### src/rtl/audio_pkg.sv
// Shared audio-path defaults and the sample word type.
// Combinational only: no latency, no flow control.
package audio_pkg;

    localparam int DATA_W_DEF = 16;
    localparam int SLOT_W_DEF = 32;

    typedef logic [DATA_W_DEF-1:0] sample_t;

endpackage

### src/rtl/i2s_bit_timer.sv
// I2S bit clock divider and frame bit counter with one-cycle-early period/frame ticks.
// Ticks lead the period start by one cycle so downstream registers change exactly at it; never stalls.
module i2s_bit_timer #(
    parameter int SLOT_W   = 32,
    parameter int BCLK_DIV = 4
) (
    input  logic                        i_clk,
    input  logic                        i_rst,
    output logic                        o_bclk,
    output logic                        o_period_tick,
    output logic                        o_frame_tick,
    output logic [$clog2(2*SLOT_W)-1:0] o_bit_nxt
);

    localparam int DW = $clog2(BCLK_DIV);
    localparam int FW = $clog2(2*SLOT_W);
    localparam logic [DW-1:0] DIV_LAST = DW'(BCLK_DIV - 1);
    localparam logic [DW-1:0] DIV_HALF = DW'(BCLK_DIV / 2);
    localparam logic [FW-1:0] BIT_LAST = FW'(2*SLOT_W - 1);

    logic [DW-1:0] div_cnt;
    logic [DW-1:0] div_nxt;
    logic [FW-1:0] bit_cnt;

    // Ticks fire on the last cycle of a period; o_bit_nxt is the index of the period about to start.
    always_comb begin
        o_period_tick = (div_cnt == DIV_LAST);
        div_nxt       = o_period_tick ? '0 : div_cnt + 1'b1;
        o_bit_nxt     = (bit_cnt == BIT_LAST) ? '0 : bit_cnt + 1'b1;
        o_frame_tick  = o_period_tick && (bit_cnt == BIT_LAST);
    end

    always_ff @(posedge i_clk) begin
        if (i_rst) begin
            div_cnt <= '0;
            bit_cnt <= '0;
            o_bclk  <= 1'b0;
        end else begin
            div_cnt <= div_nxt;
            o_bclk  <= (div_nxt >= DIV_HALF);
            if (o_period_tick) begin
                bit_cnt <= o_bit_nxt;
            end
        end
    end

endmodule

### src/rtl/i2s_dac_tx.sv
// I2S DAC transmitter: one-entry hold buffer feeding per-frame active L/R words, MSB one BCLK after LRCK edge.
// Accepted pair plays from the next frame start; o_ready drops while the hold buffer is full.
module i2s_dac_tx
    import audio_pkg::*;
#(
    parameter int DATA_W    = DATA_W_DEF,
    parameter int SLOT_W    = SLOT_W_DEF,
    parameter int BCLK_DIV  = 4,
    parameter int SIGN_FLIP = 0
) (
    input  logic              i_clk,
    input  logic              i_rst,
    input  logic [DATA_W-1:0] i_sample_l,
    input  logic [DATA_W-1:0] i_sample_r,
    input  logic              i_valid,
    output logic              o_ready,
    output logic              o_bclk,
    output logic              o_lrck,
    output logic              o_sdata,
    output logic              o_underrun
);

    localparam int PW = $clog2(SLOT_W);
    localparam int FW = PW + 1;
    localparam logic [DATA_W-1:0] FLIP_MASK =
        (SIGN_FLIP != 0) ? {1'b1, {(DATA_W-1){1'b0}}} : '0;

    logic              period_tick;
    logic              frame_tick;
    logic [FW-1:0]     bit_nxt;
    logic [DATA_W-1:0] hold_l, hold_r;
    logic [DATA_W-1:0] active_l, active_r;
    logic              hold_full;
    logic              armed;
    logic              accept;
    logic [PW-1:0]     pos;
    logic [DATA_W-1:0] word;
    logic              bit_sel;

    i2s_bit_timer #(
        .SLOT_W   (SLOT_W),
        .BCLK_DIV (BCLK_DIV)
    ) u_timer (
        .i_clk         (i_clk),
        .i_rst         (i_rst),
        .o_bclk        (o_bclk),
        .o_period_tick (period_tick),
        .o_frame_tick  (frame_tick),
        .o_bit_nxt     (bit_nxt)
    );

    assign o_ready = ~hold_full & ~i_rst;
    assign accept  = i_valid & o_ready;

    // Slot position 0 carries the I2S one-BCLK delay, so the frame load at position 0 never races the bit select.
    always_comb begin
        pos     = bit_nxt[PW-1:0];
        word    = bit_nxt[PW] ? active_r : active_l;
        bit_sel = 1'b0;
        for (int i = 0; i < DATA_W; i++) begin
            if (int'(pos) == DATA_W - i) begin
                bit_sel = word[i];
            end
        end
    end

    always_ff @(posedge i_clk) begin
        if (i_rst) begin
            hold_l     <= '0;
            hold_r     <= '0;
            active_l   <= '0;
            active_r   <= '0;
            hold_full  <= 1'b0;
            armed      <= 1'b0;
            o_lrck     <= 1'b0;
            o_sdata    <= 1'b0;
            o_underrun <= 1'b0;
        end else begin
            o_underrun <= 1'b0;
            if (frame_tick) begin
                if (hold_full) begin
                    active_l  <= hold_l ^ FLIP_MASK;
                    active_r  <= hold_r ^ FLIP_MASK;
                    hold_full <= 1'b0;
                    armed     <= 1'b1;
                end else begin
                    o_underrun <= armed;
                end
            end
            // accept implies hold is empty, so it never collides with the load above.
            if (accept) begin
                hold_l    <= i_sample_l;
                hold_r    <= i_sample_r;
                hold_full <= 1'b1;
            end
            if (period_tick) begin
                o_lrck  <= bit_nxt[PW];
                o_sdata <= bit_sel;
            end
        end
    end

endmodule

### config.mk
export PLATFORM = sky130hd
export DESIGN_NAME = i2s_dac_tx
export DESIGN_NICKNAME = d
export VERILOG_FILES = /design/src/rtl/audio_pkg.sv /design/src/rtl/i2s_bit_timer.sv /design/src/rtl/i2s_dac_tx.sv
export SDC_FILE = /design/constraint.sdc
export NUM_CORES = 1
export LEC_CHECK = 0
export ABC_AREA = 1
export CORE_ASPECT_RATIO = 1.75
export CORE_MARGIN = 2
export CORE_UTILIZATION = 50
export DETAILED_ROUTE_END_ITERATION = 16
export HOLD_SLACK_MARGIN = 0.02
export MAX_ROUTING_LAYER = met4
export PLACE_DENSITY = 0.75
export SLEW_MARGIN = 10
export SYNTH_ARGS = -nofsm -noshare
export SYNTH_HDL_FRONTEND = slang
export SYNTH_SLANG_ARGS = --single-unit
### constraint.sdc
create_clock -name i_clk -period 3.9 [get_ports i_clk]
set_clock_uncertainty 0.15 [all_clocks]
set_input_delay 1.17 -clock i_clk [delete_from_list [all_inputs] [get_ports i_clk]]
set_output_delay 1.17 -clock i_clk [all_outputs]
set_load 0.02 [all_outputs]
### Pin map, run 1

Drawn at 6 px/µm. Pins as bars across the die edge, other pins in gray.
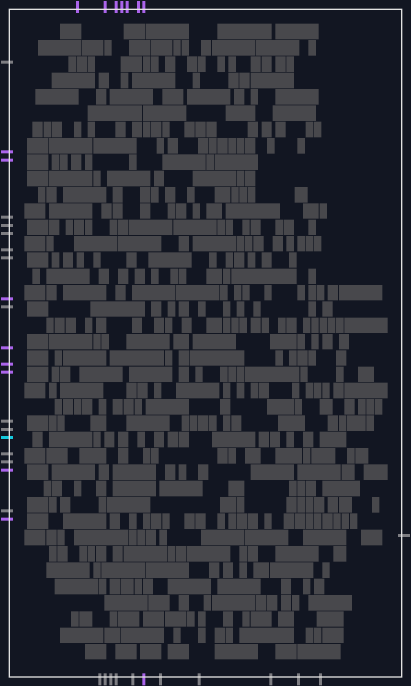
i_sample_r: drawn in purple, pins 16, direction input, edge 8 west, 7 north, 1 south. i_valid: drawn in cyan, pins 1, direction input, edge west.

### The metal 2 layer, run 1

Drawn at 6 px/µm.
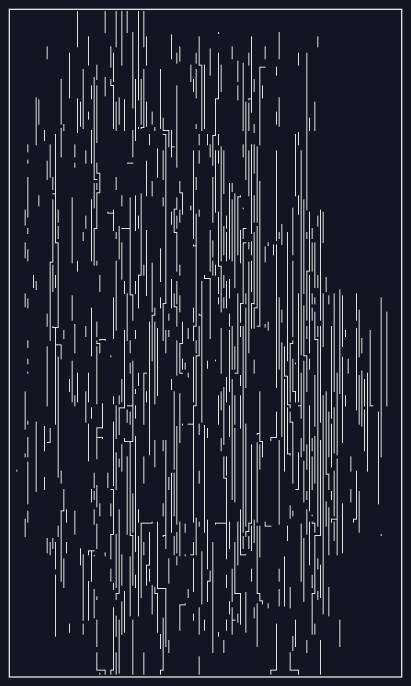
The wires run mostly vertical. The layer holds 51% of the routed length. The longest straight run is 36.4 µm.

### Wires at chosen ports, followed through buffers, run 1

Drawn at 3 px/µm.
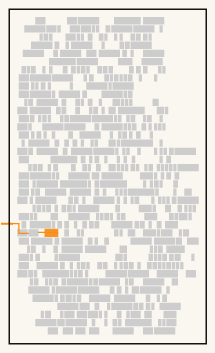
i_valid: drawn in orange, direction input, edge west, end cells 1, buffers 1, wire 15.8 µm.

==> notes.md, run 1 <==
impl run done, here's what came out: status completed, RSZ-0062 raised after global routing no, fp_density 50.8%, critical path startpoint category primary input, sequential power share 46.2%, Synth warnings 0, Sw Share 23.0%, Final Hold Vio Count 0, largest net degree at the start of global routing 66, internal power 1390 µW, Final min period 3.64 ns, fill count 616, FMAX 275 MHz, die area 7230 µm², clock latency on the worst-skew pair 0.33 ns, Cell area leaders dfxtp_1 46%, nand2_1 15%, o21ai_0 9.6%, a21oi_1 6.9%, inv_1 4.5%, count of different cell masters after synthesis 23, Slew Limit Headroom 25.8%, Top cell area share 46.5%, tool warnings 30, post-CTS sizing 0, Final Core Density 62.0%, Reg2Reg Setup Slack 0.76 ns, total length of routed wires 7.17 mm, Design Area, Final 3990 µm²
## run 1: layout by cell type, fill, tap and decap left out
cell               n
a211oi_1           2
a21oi_1           45
a31oi_1            1
buf_4              6
bufinv_16          1
clkbuf_1           1
clkbuf_16          9
clkbuf_8           1
clkdlybuf4s50_1   39
clkinv_1           2
clkinvlp_4         1
dfxtp_1           76
ha_1               6
inv_1             39
nand2_1          127
nand2_2            5
nand3_1           26
nand3_4            1
nor2_1            27
nor2_2             1
nor2_4             2
nor3_1             2
nor3b_2            1
nor4_1             1
o211ai_1           4
o21ai_0           63
o21bai_1           1
xor2_1             1
## run 1: registers in the layout, indices dropped and copies added, names as in the netlist
signal           cells
active_l            16
active_r            16
hold_l              16
hold_r              16
u_timer.bit_cnt      5
u_timer.div_cnt      2
armed                1
hold_full            1
o_lrck               1
o_sdata              1
o_underrun           1
## run 1: final cells by class
| type | instances | share of cell area, % |
|---|---|---|
| inverter | 41 | 3.86 |
| sequential | 76 | 38.1 |
| timing repair buffer | 45 | 10.9 |
| multi-input combinational | 316 | 37.5 |
| clock buffer | 11 | 6.08 |
| tap | 82 | 2.57 |
| clock inverter | 2 | 0.940 |
## run 1: power by group through the flow
stage	sequential, µW	clock (µW)	combinational [µW]
floorplan	847	0	103
global placement	848	0	169
detailed placement	849	0	172
CTS	833	809	174
global route	837	844	197
finish	833	796	173
## run 1: logic make-up (layout without fill, tap and decap cells)
logic type      count (synthesis)  in the layout  synth area share (%)
xor+xnor                        1              1                 0.268
fa+ha+maj                       6              6                  2.29
flops                          76             76                  46.5
compound gates                116            116                  18.3
buf+inv                        67             99                  7.91
simple gates                  193            193                  24.7
## run 1: metrics by stage
stage                     setup slack [ns]  instances  total power (µW)
after CTS                            0.255        573              1820
after detailed placement             0.273        560              1020
after global routing                 0.220        573              1880
final                                0.259        573              1800
after global placement               0.264        560              1020
after floorplan                      0.738        459               949
## run 1: per-layer routing
metal | routed length (µm) | vias to the layer above | global-route usage [%]
li1 | - | 1538 | -
met1 | 3040 | 1278 | 25.7
met2 | 3650 | 63 | 36.9
met3 | 248 | 15 | 3.86
met4 | 228 | 0 | 12.2
met5 | 0 | - | -
## run 1: path summary, 6_finish.rpt
check | from | end | cells past startpoint
setup reg to reg | u_timer.bit_cnt[1]$_SDFFE_PP0P_ | o_sdata$_SDFFE_PP0P_ | 29
setup / recovery | i_rst | o_ready | 3
hold / removal | u_timer.div_cnt[0]$_SDFF_PP0_ | u_timer.div_cnt[0]$_SDFF_PP0_ | 1
hold reg to reg | u_timer.div_cnt[0]$_SDFF_PP0_ | u_timer.div_cnt[0]$_SDFF_PP0_ | 1
## Run 2: what changed since run 1
--- a/config.mk
+++ b/config.mk
@@ -16,4 +16,5 @@
 export SLEW_MARGIN = 10
 export SYNTH_ARGS = -nofsm -noshare
 export SYNTH_HDL_FRONTEND = slang
+export SYNTH_HIERARCHICAL = 1
 export SYNTH_SLANG_ARGS = --single-unit
### Pin map, run 2

Drawn at 6 px/µm. Pins as bars across the die edge, other pins in gray.
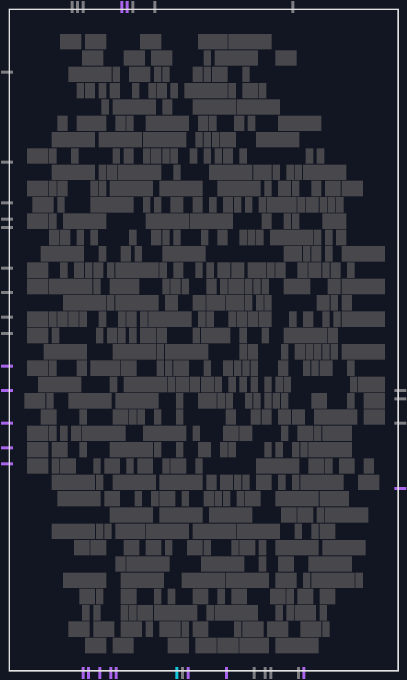
i_valid: drawn in cyan, pins 1, direction input, edge south. i_sample_r: drawn in purple, pins 16, direction input, edge 8 south, 5 west, 2 north, 1 east.
All pins by edge: 14 west, 14 south, 8 north, 4 east.

### Wiring by layer, run 2

Drawn at 3 px/µm. Only two layers are drawn.
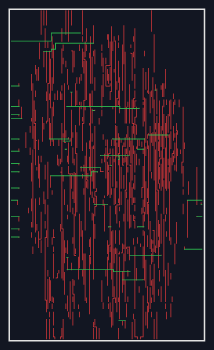
M2: drawn in red, wire length 3330 µm. M3: drawn in green, wire length 228 µm.

### Placement view, run 2

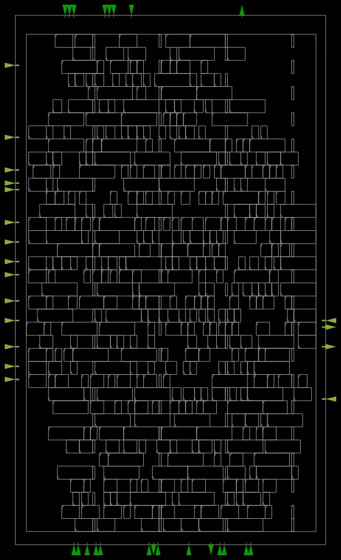
Non-Filler Instances: 546
fill count: 604

==> notes.md, run 2 <==
impl run done, here's what came out: worst hold stages 1 (unchanged), status completed (unchanged), fin worst setup slack 0.500 ns (was 0.259 ns), yosys aoi share 17.1% (was 18.3%), most frequent cells in the layout 110 x nand2_1, 77 x dfxtp_1, 53 x nor2_1 (was 127 x nand2_1, 76 x dfxtp_1, 63 x o21ai_0), die area 7100 µm² (was 7230 µm²), tool warnings 26 (was 30), total length of routed wires 6.65 mm (was 7.17 mm), internal power 1120 µW (was 1390 µW), R2R Path End o_sdata$_SDFFE_PP0P_ (unchanged), Top cell excl fill/tap nand2_1 (unchanged), xor/xnor share 0% (was 0.268%), Synth warnings 6 (was 0), and+or+nand+nor area frac 25.5% (was 24.7%), fp_density 51.5% (was 50.8%), Final Hold Vio Count 0 (unchanged), Final min period 3.40 ns (was 3.64 ns), adder share 0.779% (was 2.29%), RSZ-0062 raised after global routing no (unchanged), Reg2Reg Setup Slack 0.97 ns (was 0.76 ns), Slew Limit Headroom 52.8% (was 25.8%), r2r startpoint u_timer/bit_cnt[0]$_SDFFE_PP0P_ (was u_timer.bit_cnt[1]$_SDFFE_PP0P_), Sw Share 24.0% (was 23.0%), worst r2r path cells 20 (was 29), Tot Pwr 1470 µW (was 1800 µW), GR Util met2 36.7% (was 36.9%), clock latency on the worst-skew pair 0.36 ns (was 0.33 ns), Top cell area share 48.0% (was 46.5%), Logic family by area simple AND/OR/NAND/NOR gates (unchanged), critical path startpoint category primary input (unchanged), met1 Resource Use GR 22.9% (was 25.7%), largest net degree at the start of global routing 73 (was 66), post-place setup slack 0.482 ns (was 0.273 ns), global route hottest layer met2 (unchanged)
[run 2: cells by family after synthesis]
| logic type | Yosys count |
|---|---|
| buffers and inverters | 69 |
| adder cells (fa/ha/maj) | 2 |
| AND-OR/OR-AND | 86 |
| flip-flops | 77 |
| AND/OR/NAND/NOR | 197 |
[run 2: power groups by stage]
stage               Sequential (µW)  Combinational [µW]  Clock [µW]
floorplan                       842                78.1           0
global placement                841                 134           0
detailed placement              842                 137           0
CTS                             824                 137         528
global route                    827                 154         560
finish                          824                 136         510
[run 2: metrics by stage]
step	instance area (µm²)	util [%]	cells	hold WS [ns]
after floorplan	3210	-	431	0.247
after global placement	3620	58.2	531	0.257
after detailed placement	3620	58.2	531	0.270
after CTS	3780	60.7	546	0.279
after global routing	3780	60.7	546	0.311
final	3780	60.7	546	0.275
[run 2: critical path, stage by stage]
cell and delay [ns]:
buf_2 0.11, nor2_1 0.16, clkdlybuf4s50_1 0.64
[run 2: metal layers]
layer,vias to the layer above,wire length (µm),part of all wire [%]
li1,1475,-,-
met1,1234,2860,43
met2,51,3330,50
met3,20,227,3.4
met4,0,225,3.4
met5,-,0,0
[run 2: layout make-up]
class	instances	area, µm²
clock buffers	13	149
clock inverters	2	10.0
fillers	604	2450
inverters	46	173
multi-input cells	285	1390
flip-flops and latches	77	1540
well taps	80	100
repair buffers	43	415
[run 2: worst max path at each step]
stage	slack, ns	to	start	cells after the start
after floorplan	0.95	o_ready	i_rst	2
after CTS	0.48	o_ready	i_rst	3
after global routing	0.44	o_ready	i_rst	3
final	0.50	o_ready	i_rst	3
after detailed placement	0.48	o_ready	i_rst	3
after global placement	0.49	o_ready	i_rst	3
Power is estimated from default activity; no workload was simulated.
